### config.mk
export PLATFORM = sky130hd
export DESIGN_NAME = instr_fetch_unit
export DESIGN_NICKNAME = d
export VERILOG_FILES = /design/src/rtl/instr_fetch_unit.sv
export SDC_FILE = /design/constraint.sdc
export NUM_CORES = 1
export LEC_CHECK = 0
export CORE_MARGIN = 3
export CORE_UTILIZATION = 25
export DETAILED_ROUTE_END_ITERATION = 8
export GPL_TIMING_DRIVEN = 0
export HOLD_SLACK_MARGIN = 0.05
export PLACE_DENSITY_LB_ADDON = 0.15
export SYNTH_ARGS = -nofsm -noshare
export SYNTH_HDL_FRONTEND = slang
export SYNTH_SLANG_ARGS = --single-unit
export TNS_END_PERCENT = 5
### constraint.sdc
create_clock -name clk -period 11.4 [get_ports clk]
set_input_delay 2.28 -clock clk [delete_from_list [all_inputs] [get_ports clk]]
set_output_delay 2.28 -clock clk [all_outputs]
set_load 0.02 [all_outputs]
### src/rtl/instr_fetch_unit.sv
// Instruction-fetch sequencer: holds the PC, fetches one instruction at a time
// over a req/ack handshake and presents it (with OP/FUNC) to the control unit.
// Next PC comes from the control unit's JUMP/BRANCH decision and the ALU Z flag.
module instr_fetch_unit #(
   parameter logic [31:0] RESET_PC = 32'h0000_0000
) (
   input  logic        clk,
   input  logic        rst,
   output logic        imem_req,
   output logic [31:0] imem_addr,
   input  logic        imem_ack,
   input  logic [31:0] imem_rdata,
   output logic [31:0] INSTR,
   output logic [5:0]  OP,
   output logic [5:0]  FUNC,
   output logic        instr_valid,
   input  logic        instr_ready,
   input  logic        JUMP,
   input  logic        BRANCH,
   input  logic        Z,
   output logic [31:0] PC,
   output logic [31:0] PC_PLUS4,
   output logic [31:0] instr_count
);

   typedef enum logic [1:0] {
      S_IDLE  = 2'd0,
      S_REQ   = 2'd1,
      S_ISSUE = 2'd2
   } state_e;

   state_e      state_q, state_d;
   logic [31:0] pc_q, pc_d;
   logic [31:0] instr_q, instr_d;
   logic [31:0] count_q, count_d;

   logic [31:0] pc_plus4;
   logic [31:0] br_off;
   logic [31:0] next_pc;
   logic        retire;

   // Next-PC selection; JUMP outranks a taken branch.
   always_comb begin
      pc_plus4 = pc_q + 32'd4;
      br_off   = {{14{instr_q[15]}}, instr_q[15:0], 2'b00};
      next_pc  = pc_plus4;
      if (JUMP) begin
         next_pc = {pc_plus4[31:28], instr_q[25:0], 2'b00};
      end else if (BRANCH && Z) begin
         next_pc = pc_plus4 + br_off;
      end
   end

   // Sequencer: IDLE once after reset, then alternate REQ (fetch) / ISSUE (hold).
   // imem_ack only matters in REQ; decisions only matter in the retire cycle.
   always_comb begin
      state_d = state_q;
      pc_d    = pc_q;
      instr_d = instr_q;
      count_d = count_q;
      retire  = 1'b0;
      case (state_q)
         S_IDLE: begin
            state_d = S_REQ;
         end
         S_REQ: begin
            if (imem_ack) begin
               instr_d = imem_rdata;
               state_d = S_ISSUE;
            end
         end
         S_ISSUE: begin
            if (instr_ready) begin
               retire  = 1'b1;
               pc_d    = next_pc;
               count_d = count_q + 32'd1;
               state_d = S_REQ;
            end
         end
         default: begin
            state_d = S_IDLE;
         end
      endcase
   end

   // State registers; reset abandons any outstanding fetch.
   always_ff @(posedge clk) begin
      if (rst) begin
         state_q <= S_IDLE;
         pc_q    <= RESET_PC;
         instr_q <= 32'h0;
         count_q <= 32'h0;
      end else begin
         state_q <= state_d;
         pc_q    <= pc_d;
         instr_q <= instr_d;
         count_q <= count_d;
      end
   end

   assign imem_req    = (state_q == S_REQ);
   assign instr_valid = (state_q == S_ISSUE);
   assign imem_addr   = pc_q;
   assign PC          = pc_q;
   assign PC_PLUS4    = pc_plus4;
   assign INSTR       = instr_q;
   assign OP          = instr_q[31:26];
   assign FUNC        = instr_q[5:0];
   assign instr_count = count_q;

endmodule

==> flow_metrics.env <==
# implementation run metrics
export IMPL_status="complete, no violations"
export IMPL_cts_tree="yes"
export IMPL_cp_data_required_time_ps=9120
export IMPL_grt_usage_pct=17.9
export IMPL_ant_nets=0
export IMPL_synthTopCellsByArea="dfxtp_1, nand2_1, a21oi_1"
export IMPL_worst_path_buf_inv=1
export IMPL_hold_buffers=0
export IMPL_bufAreaShareNonClock_pct=27.0
export IMPL_timing_hold_worst_start="INSTR[24]"
export IMPL_p_seq_w=0.000354
export IMPL_worst_r2r_src="PC[2]"
export IMPL_fin_crit_ps=6080
export IMPL_setup_tns_final_ps=0
export IMPL_chip_area_um2=28900
export IMPL_min_path_type="reg2reg"
export IMPL_synthMuxAreaShare_pct=1.06
export IMPL_ys_chip_area_um2=6720
export IMPL_busiest_layer="met2"
export IMPL_synth_top_cell_by_count="nand2_1"
export IMPL_routed_wl_mm=26.5
export IMPL_comb_cells=692
export IMPL_netlist_top_cells_count="nand2_1, dfxtp_1, a21oi_1, nor2_1, buf_4"
export IMPL_numCtsBuffers=9
export IMPL_topCombFamilyByArea="simple AND/OR/NAND/NOR gates"
export IMPL_edf_count=0
export IMPL_setup_viol=0
export IMPL_postPlaceCellArea_um2=9210
export IMPL_max_clock_freq_ghz=0.164
export IMPL_power_leakage_nw=3.71
export IMPL_cts_sinks=96
export IMPL_synth_cellmix_xorXnorShare_pct=9.24
export IMPL_ctsHtreeMaxLevel=3
export IMPL_layout_worst_path_cycle_share_pct=53.4
export IMPL_floorplan_initialDensity_pct=25.6
export IMPL_worstSetupEndpoint="PC_PLUS4[28]"
export IMPL_synth_area_um2=6720
export IMPL_power_share_combinational_pct=15.7
export IMPL_clk_pin_slew_worst_paths_ps=80
export IMPL_netlist_top_cell_by_area="dfxtp_1"
export IMPL_critPathMaxFanout=8
export IMPL_routed_via_density=4.80
export IMPL_met1_wire_length_mm=12.5
export IMPL_die_size_y_um=170
export IMPL_worstSkewPairLatency_ps=360
export IMPL_yosys_cells=889
export IMPL_compound_area_share_pct=20.3
export IMPL_pwr_share_clk_pct=41.1
export IMPL_grt_antenna_before_repair=3
export IMPL_top_layer_used="met5"
export IMPL_peakVddDrop_mv=0.0674
export IMPL_antenna_diode_count=1
export IMPL_transition_time_at_the_pin_with_the_least_slew_margin_ps=1080
export IMPL_hold_path_end="INSTR[24]"
export IMPL_power_switching_w=0.000261
export IMPL_comb_power_w=0.000129
export IMPL_timing_rr_end="PC[31]"
export IMPL_detail_route_met3_wl_mm=1.57
export IMPL_syn2layout_area_growth_pct=41.9
export IMPL_reg2reg_depth=15
export IMPL_globalplace_congestion=0.894
export IMPL_count_of_warnings_emitted_by_yosys=0
export IMPL_finish_net_count=1187
export IMPL_clock_buffer_cells=9
Cell placement:
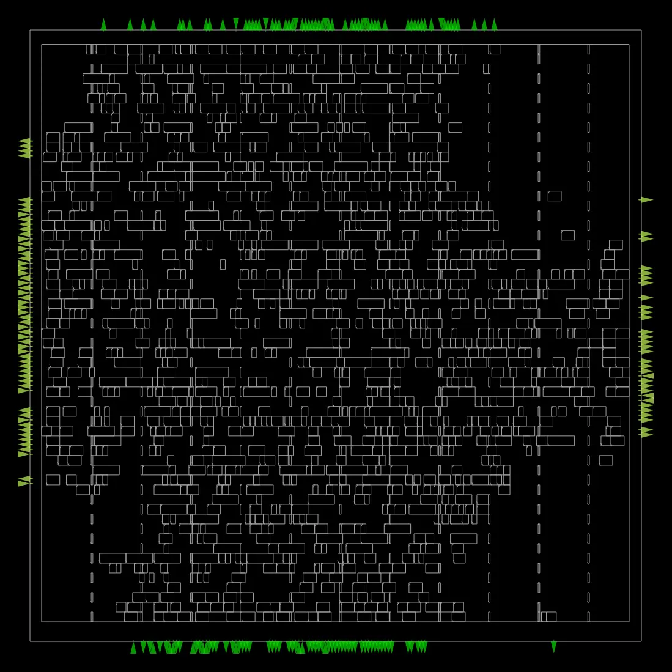
fraction of standard cell area that is sequential: 20.2%
placeable core region: 26200 um2
standard-cell rows: 59
flop count: 96
Fillers: 2761

Ports around the boundary:
Scale: 3 px per um. Pins as bars across the die edge, other pins in gray.
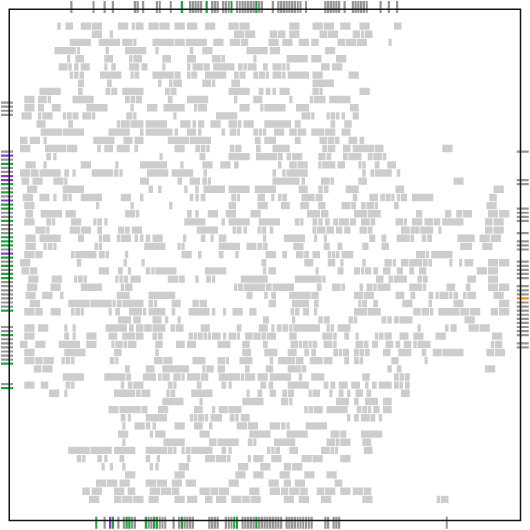
[imem_rdata] green | pins: 32 | direction: input | edge: 17 left, 11 bottom, 4 top
[JUMP] orange | pins: 1 | direction: input | edge: right
[OP] purple | pins: 6 | direction: output | edge: 5 left, 1 bottom
all pins by edge: 65 bottom, 61 top, 56 left, 31 right

Cell sizes after repair:
Scale: 3 px per um.
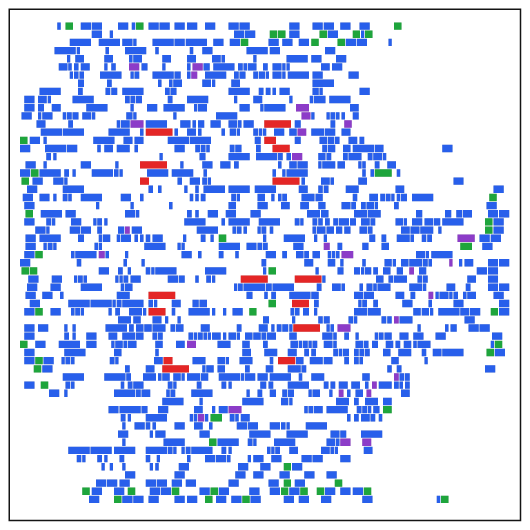
[x3 and x4] green | cells: 53 | share: 4.8%
[x1 and smaller] blue | cells: 1018 | share: 91%
[x2] purple | cells: 28 | share: 2.5%
[x6 and larger] red | cells: 16 | share: 1.4%

